==> config.mk <==
export PLATFORM = sky130hd
export DESIGN_NAME = rpn_ascii_tokenizer
export DESIGN_NICKNAME = d
export VERILOG_FILES = /design/src/rtl/rpn_ascii_tokenizer.sv
export SDC_FILE = /design/constraint.sdc
export NUM_CORES = 1
export LEC_CHECK = 0
export ABC_AREA = 0
export CORE_ASPECT_RATIO = 1.75
export CORE_MARGIN = 8
export CORE_UTILIZATION = 55
export CTS_BUF_LIST = sky130_fd_sc_hd__clkbuf_8 sky130_fd_sc_hd__clkbuf_16
export CTS_CLUSTER_SIZE = 25
export DETAILED_ROUTE_END_ITERATION = 8
export GPL_TIMING_DRIVEN = 1
export PLACE_DENSITY = 0.85
export SETUP_SLACK_MARGIN = 0.1
export SYNTH_ARGS = -nofsm -noshare
export SYNTH_HDL_FRONTEND = slang
export SYNTH_SLANG_ARGS = --single-unit
==> constraint.sdc <==
create_clock -name CLK -period 5.69 [get_ports CLK]
set_clock_uncertainty 0.1 [all_clocks]
set_input_delay 1.4225 -clock CLK [delete_from_list [all_inputs] [get_ports CLK]]
set_output_delay 1.4225 -clock CLK [all_outputs]
set_load 0.005 [all_outputs]
==> src/rtl/rpn_ascii_tokenizer.sv <==
// ASCII expression tokenizer: turns a byte stream into number/operator tokens on a stb/ack port.
// Optional build macro TOKENIZER_SATURATE_EN: saturate the number accumulator and flag ovf instead of wrapping.
module rpn_ascii_tokenizer #(
  parameter int unsigned DATA_WIDTH = 32,
  parameter logic [7:0]  SEP_CHAR   = 8'h20,
  parameter logic [7:0]  EOL_CHAR   = 8'h0A
) (
  input  logic                  CLK,
  input  logic                  RST,
  input  logic                  in_stb,
  input  logic [7:0]            in_data,
  output logic                  in_ack,
  output logic                  out_stb,
  output logic [DATA_WIDTH-1:0] out_data,
  output logic                  is_out_op,
  input  logic                  out_ack,
  output logic                  bad_char,
  output logic                  ovf
);

  typedef enum logic [1:0] {
    ACCEPT   = 2'd0,
    EMIT_NUM = 2'd1,
    EMIT_OP  = 2'd2
  } state_t;

  state_t                state_q, state_d;
  logic [DATA_WIDTH-1:0] acc_q, acc_d;
  logic                  have_num_q, have_num_d;
  logic [7:0]            pend_op_q, pend_op_d;
  logic                  in_ack_q, in_ack_d;
  logic                  out_stb_q, out_stb_d;
  logic [DATA_WIDTH-1:0] out_data_q, out_data_d;
  logic                  is_out_op_q, is_out_op_d;
  logic                  bad_char_q, bad_char_d;

  logic                  is_digit;
  logic                  is_op;
  logic [7:0]            digit;
  logic [DATA_WIDTH-1:0] acc_next;

  assign is_digit = (in_data >= 8'h30) && (in_data <= 8'h39);
  assign is_op    = (in_data == 8'h2B) || (in_data == 8'h2D) || (in_data == 8'h2A) ||
                    (in_data == 8'h2F) || (in_data == 8'h28) || (in_data == 8'h29) ||
                    (in_data == EOL_CHAR);
  assign digit    = in_data - 8'h30;

`ifdef TOKENIZER_SATURATE_EN
  logic                  ovf_q, ovf_d;
  logic [DATA_WIDTH+3:0] prod_ext;
  logic                  sat;

  // Four guard bits are enough to hold acc*10+9 without loss.
  assign prod_ext = {4'b0000, acc_q} * (DATA_WIDTH+4)'(10) + (DATA_WIDTH+4)'(digit);
  assign sat      = |prod_ext[DATA_WIDTH+3:DATA_WIDTH];
  assign acc_next = sat ? {DATA_WIDTH{1'b1}} : prod_ext[DATA_WIDTH-1:0];
  assign ovf      = ovf_q;
`else
  assign acc_next = acc_q * DATA_WIDTH'(10) + DATA_WIDTH'(digit);
  assign ovf      = 1'b0;
`endif

  always_comb begin
    state_d     = state_q;
    acc_d       = acc_q;
    have_num_d  = have_num_q;
    pend_op_d   = pend_op_q;
    out_data_d  = out_data_q;
    is_out_op_d = is_out_op_q;
    bad_char_d  = 1'b0;
`ifdef TOKENIZER_SATURATE_EN
    ovf_d       = ovf_q;
`endif
    case (state_q)
      ACCEPT: begin
        if (in_stb && in_ack_q) begin
          if (is_digit) begin
            acc_d      = acc_next;
            have_num_d = 1'b1;
`ifdef TOKENIZER_SATURATE_EN
            if (sat) ovf_d = 1'b1;
`endif
          end else if (is_op) begin
            pend_op_d = in_data;
            if (have_num_q) begin
              state_d     = EMIT_NUM;
              out_data_d  = acc_q;
              is_out_op_d = 1'b0;
            end else begin
              state_d     = EMIT_OP;
              out_data_d  = DATA_WIDTH'(in_data);
              is_out_op_d = 1'b1;
            end
          end else if (in_data == SEP_CHAR) begin
            if (have_num_q) begin
              state_d     = EMIT_NUM;
              out_data_d  = acc_q;
              is_out_op_d = 1'b0;
            end
          end else begin
            bad_char_d = 1'b1;
          end
        end
      end
      EMIT_NUM: begin
        if (out_ack) begin
          acc_d      = '0;
          have_num_d = 1'b0;
`ifdef TOKENIZER_SATURATE_EN
          ovf_d      = 1'b0;
`endif
          // A zero pend_op means the number was closed by a separator only.
          if (pend_op_q != 8'h00) begin
            state_d     = EMIT_OP;
            out_data_d  = DATA_WIDTH'(pend_op_q);
            is_out_op_d = 1'b1;
          end else begin
            state_d = ACCEPT;
          end
        end
      end
      EMIT_OP: begin
        if (out_ack) begin
          pend_op_d = 8'h00;
          state_d   = ACCEPT;
        end
      end
      default: state_d = ACCEPT;
    endcase
    in_ack_d  = (state_d == ACCEPT);
    out_stb_d = (state_d != ACCEPT);
  end

  always_ff @(posedge CLK or posedge RST) begin
    if (RST) begin
      state_q     <= ACCEPT;
      acc_q       <= '0;
      have_num_q  <= 1'b0;
      pend_op_q   <= 8'h00;
      in_ack_q    <= 1'b0;
      out_stb_q   <= 1'b0;
      out_data_q  <= '0;
      is_out_op_q <= 1'b0;
      bad_char_q  <= 1'b0;
`ifdef TOKENIZER_SATURATE_EN
      ovf_q       <= 1'b0;
`endif
    end else begin
      state_q     <= state_d;
      acc_q       <= acc_d;
      have_num_q  <= have_num_d;
      pend_op_q   <= pend_op_d;
      in_ack_q    <= in_ack_d;
      out_stb_q   <= out_stb_d;
      out_data_q  <= out_data_d;
      is_out_op_q <= is_out_op_d;
      bad_char_q  <= bad_char_d;
`ifdef TOKENIZER_SATURATE_EN
      ovf_q       <= ovf_d;
`endif
    end
  end

  assign in_ack    = in_ack_q;
  assign out_stb   = out_stb_q;
  assign out_data  = out_data_q;
  assign is_out_op = is_out_op_q;
  assign bad_char  = bad_char_q;

endmodule

==> out/metrics.cfg, run 1 <==
[power]
power_density_nw_per_um2 = 350.6
powerClk_uw = 527
power_frac_comb_pct = 47.0
power.share.sequential_pct = 31.2
intPower_uw = 1445

[global_routing]
grt_max_degree = 45
grt_pass1_wl_um = 25660
grt_pass1_vias = 5157
track_usage_pct = 21.76

[placement]
postPlaceCellArea_um2 = 6604
numPortBuffers = 47

[cells_and_area]
nNetsFinal = 773
drive_gt1_share_pct = 8.727
post-route-util_pct = 64.32
fin_area_um2 = 6880
diodes = 0

[routing]
via_count = 5174
wl_per_cell_um = 18.89

[timing]
worst_slack_ns = 0.9884
finalSetupViolCount = 0
finalCriticalPeriod_ns = 4.702
rsz0062_at_grt = no

[critical_path]
r2r_slack_ns = 1.28
worstPathArrival_ns = 4.82
crit_type = input pin to flip-flop

[clock_tree]
cts-root-buf = clkbuf_16
cts_tree = done

[worst_hold_path]
hold-path-endpoint = out_data[5]

[status]
status = finished, final reports clean

[floorplanning]
fp_util_pct = 56.53

[synthesis]
synthFlopType = dfrtp_1
top_cell_area_share_pct = 32.69
synth_top_cell_by_count = dfrtp_1

==> run 1: cell usage in the layout (no fill, tap or decap), types with 3 or more instances in the layout <==
master           count
or2_2                4
a31oi_1              3
o21ai_2              5
o2111ai_1            3
nand3_1             18
a22o_1              26
xnor2_1             27
clkinv_2             3
nor3_1               6
a211oi_2             4
clkdlybuf4s50_1     47
a21oi_1             42
xnor2_2              4
xor2_1              18
nor4_1               4
nand2_1             75
nand4_1              9
mux2i_1              5
nor2_1              36
inv_1               21
o211ai_1             4
nor2b_1              6
and3_1               3
and2_1               6
or3_1                7
a21o_1              13
buf_4                5
ha_1                65
o31ai_1              6
a211oi_1             6
o21ai_0             55
dfrtp_1             79
o21a_1               6
a21boi_1             4
clkbuf_16            9
nand2b_1             5
nor4_4               3
==> run 1: worst max-delay path: stages <==
cell and delay (ns):
clkdlybuf4s50_1 0.57, inv_1 0.11, ha_1 0.30, ha_1 0.31, nand2_1 0.05, o21ai_0 0.29, o31a_1 0.26, nand2_2 0.12
nor4_4 0.45, nand3_1 0.20, or4_1 0.46, a32o_1 0.27
==> run 1: state kept, by name, indices dropped and copies added (netlist names) <==
register / cells
acc_q: 32
bad_char: 1
have_num_q: 1
in_ack: 1
is_out_op: 1
out_data: 32
out_stb: 1
pend_op_q: 8
state_q: 2
==> run 1: final cells by class <==
| cell class | instances | area [um2] |
|---|---|---|
| clock buffer | 10 | 239.0 |
| tap | 130 | 162.7 |
| clock inverter | 6 | 37.54 |
| fill | 875 | 3817 |
| multi-input combinational | 531 | 3876 |
| inverter | 21 | 80.08 |
| timing repair buffer | 52 | 508.0 |
| sequential | 79 | 1977 |
==> run 1: metal layers <==
metal	track usage (%)	vias to the layer above	wire length, um
li1	-	2487	-
met1	24.69	2509	6272
met2	38.68	142	8352
met3	2.472	36	556
met4	10.18	0	480
met5	0	-	0
Figure 1. M3 wires (run 1).
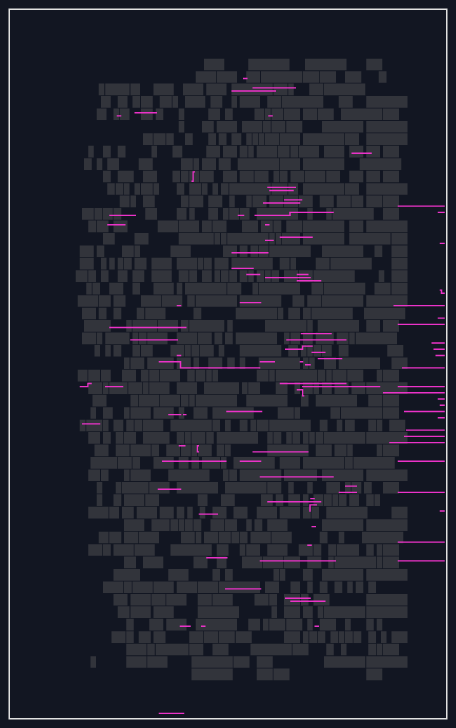
The layer holds 3.6% of the routed length. The wires run mostly horizontal. 75 nets have wire on it. The longest straight run is 17.2 um.

Figure 2. Clock wires, drivers and flops (run 1).
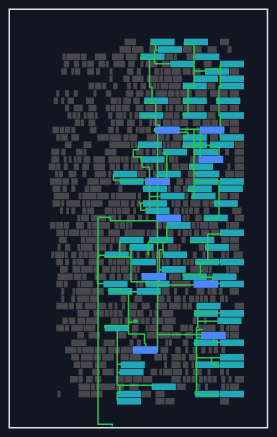
clock drivers: in blue, count 9. clock wires: in green, length 946 um. flip-flops: in cyan, count 79.
There are 10 routed clock nets.

Figure 3. Gate-type map (run 1).
Bar = 20 um.
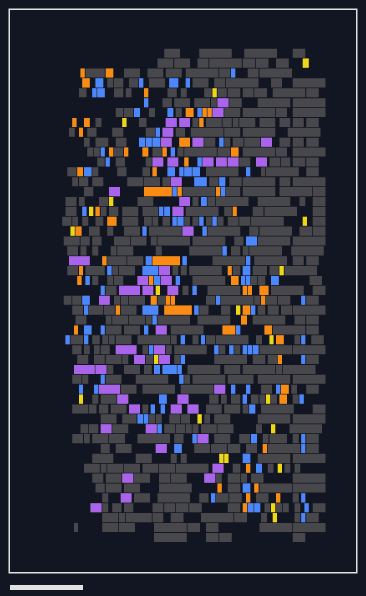
NOR gates: in orange, cells 59. NAND gates: in blue, cells 114. XOR/XNOR gates: in purple, cells 50. inverters: in yellow, cells 21.

Figure 4. Cell sizes after repair (run 1).
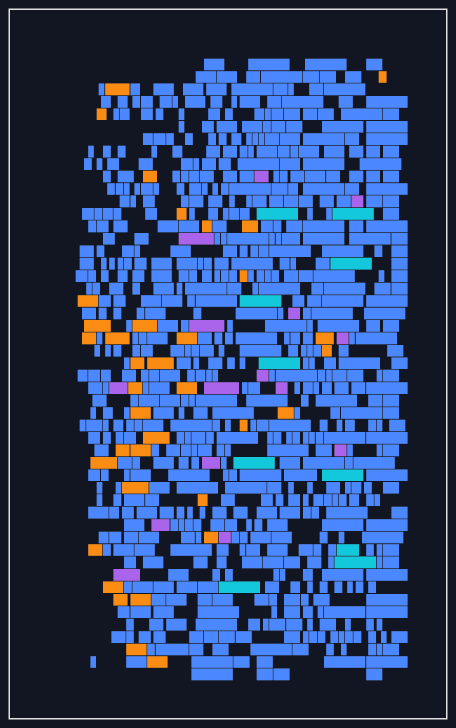

==> run 2: changes to the inputs <==
- CORE_UTILIZATION: 55 -> 54
- PLACE_DENSITY: 0.85 -> 0.87
- clock period: 5.69 -> 4 ns (I/O delays scaled with it)
Figure 5. Cell sizes after repair (run 2).
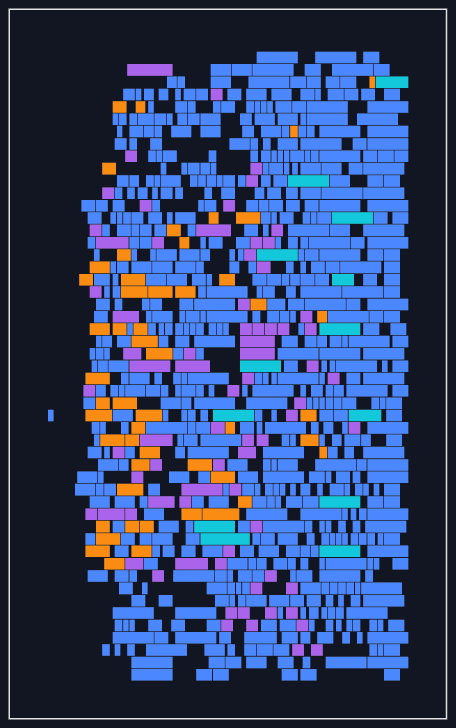
_3 and _4 cells: in purple, cells 74, share 9.8%. _2 cells: in orange, cells 51, share 6.8%. _0 and _1 cells: in blue, cells 614, share 82%. _6 and larger: in cyan, cells 13, share 1.7%.

==> run 2 against run 1 <==
Effect of this change: final cell count grew 6.6%; core utilization is 3.6 points higher; first-iteration DRC count is 19% lower; largest power group unchanged.
==> out/metrics.cfg, run 2 <==
[clock_tree]
cts_tree = done
cts-root-buf = clkbuf_16

[routing]
wl_per_cell_um = 19.08  ; +0.99%
top_layer = met4
wl_met3_um = 568  ; +2.2%
wl_met1_um = 6530  ; +4.1%

[synthesis]
top_cell_area_share_pct = 32.69  ; unchanged
synth_top_cell_by_count = dfrtp_1

[critical_path]
crit_chain = ha_1 > ha_2 > fa_2 > a211oi_4 > o21ai_4 > buf_4 > a21oi_2 > xnor2_2 > nand4_4 > nor4_4 > nand3_2 > o41a_1 > a221o_1
worstPathArrival_ns = 3.91  ; -0.91 ns
r2r_slack_ns = 0.21  ; -1.07 ns
path_depth = 13  ; +1
crit_slowest_cell = o41a_1

[floorplanning]
fp_util_pct = 54.78  ; -1.7 points

[cells_and_area]
nNetsFinal = 826  ; +6.9%
drive_gt1_share_pct = 18.35  ; +9.6 points
nFillCells = 830  ; -5.1%

[timing]
finalCriticalPeriod_ns = 3.788

[placement]
numPortBuffers = 47  ; unchanged

[global_routing]
grt_util_met2_pct = 40.59  ; +1.9 points
met3_usage_pct = 1.976  ; -0.50 points

[power]
power_density_nw_per_um2 = 527.0  ; +50%

[status]
status = finished, final reports clean

==> run 2: area by class of cell <==
class / count / area [um2] / share of cell area [%]
clock inverter: 6 / 61.31 / 0.8176
inverter: 21 / 78.83 / 1.051
timing repair buffer: 105 / 930.9 / 12.41
clock buffer: 10 / 239.0 / 3.187
multi-input combinational: 531 / 4046 / 53.96
sequential: 79 / 1977 / 26.36
tap: 132 / 165.2 / 2.203
==> run 2: power breakdown <==
group          switching, uW  internal [uW]  leakage [uW]
Sequential               137            922       0.00106
Clock                    321            498      0.000154
Combinational           1090            985       0.00229
==> run 2: worst register-to-register path: stages, from the launching register on <==
cell,delay (ns)
dfrtp_1,0.41
ha_1,0.29
ha_2,0.22
fa_2,0.38
a211oi_4,0.29
o21ai_4,0.10
buf_4,0.18
a21oi_2,0.18
xnor2_2,0.18
nand4_4,0.20
nor4_4,0.36
nand3_2,0.12
o41a_1,0.43
a221o_1,0.26
==> run 2: metrics by stage <==
stage	worst slack [ns]	cell area (um2)	utilization (%)	total power [uW]
4_1_cts	0.1005	7300	66.12	3749
6_report	0.2116	7498	67.92	3952
3_5_place_dp	-0.06149	6938	62.85	2901
3_3_place_gp	0.006802	6938	62.85	2827
2_1_floorplan	0.2424	6047	-	2254
5_1_grt	0.02937	7498	67.92	4205
==> run 2: how the worst min path moves through the flow <==
stage,slack [ns],to,depth (start not counted)
2_1_floorplan,0.37,out_data[31],1
3_3_place_gp,0.36,out_data[5],2
3_5_place_dp,0.37,out_data[2],2
4_1_cts,0.38,out_data[2],2
5_1_grt,0.41,out_data[7],2
6_report,0.37,out_data[2],2
==> run 2: repair_timing <==
action                                 CTS  global route
gates resized                            6            30
endpoints found under the hold margin    0             0
setup endpoints to repair                2             9
pin swaps                                4            13
hold buffers                             0             0
setup buffers                            2            10
Power is estimated from default activity; no workload was simulated.
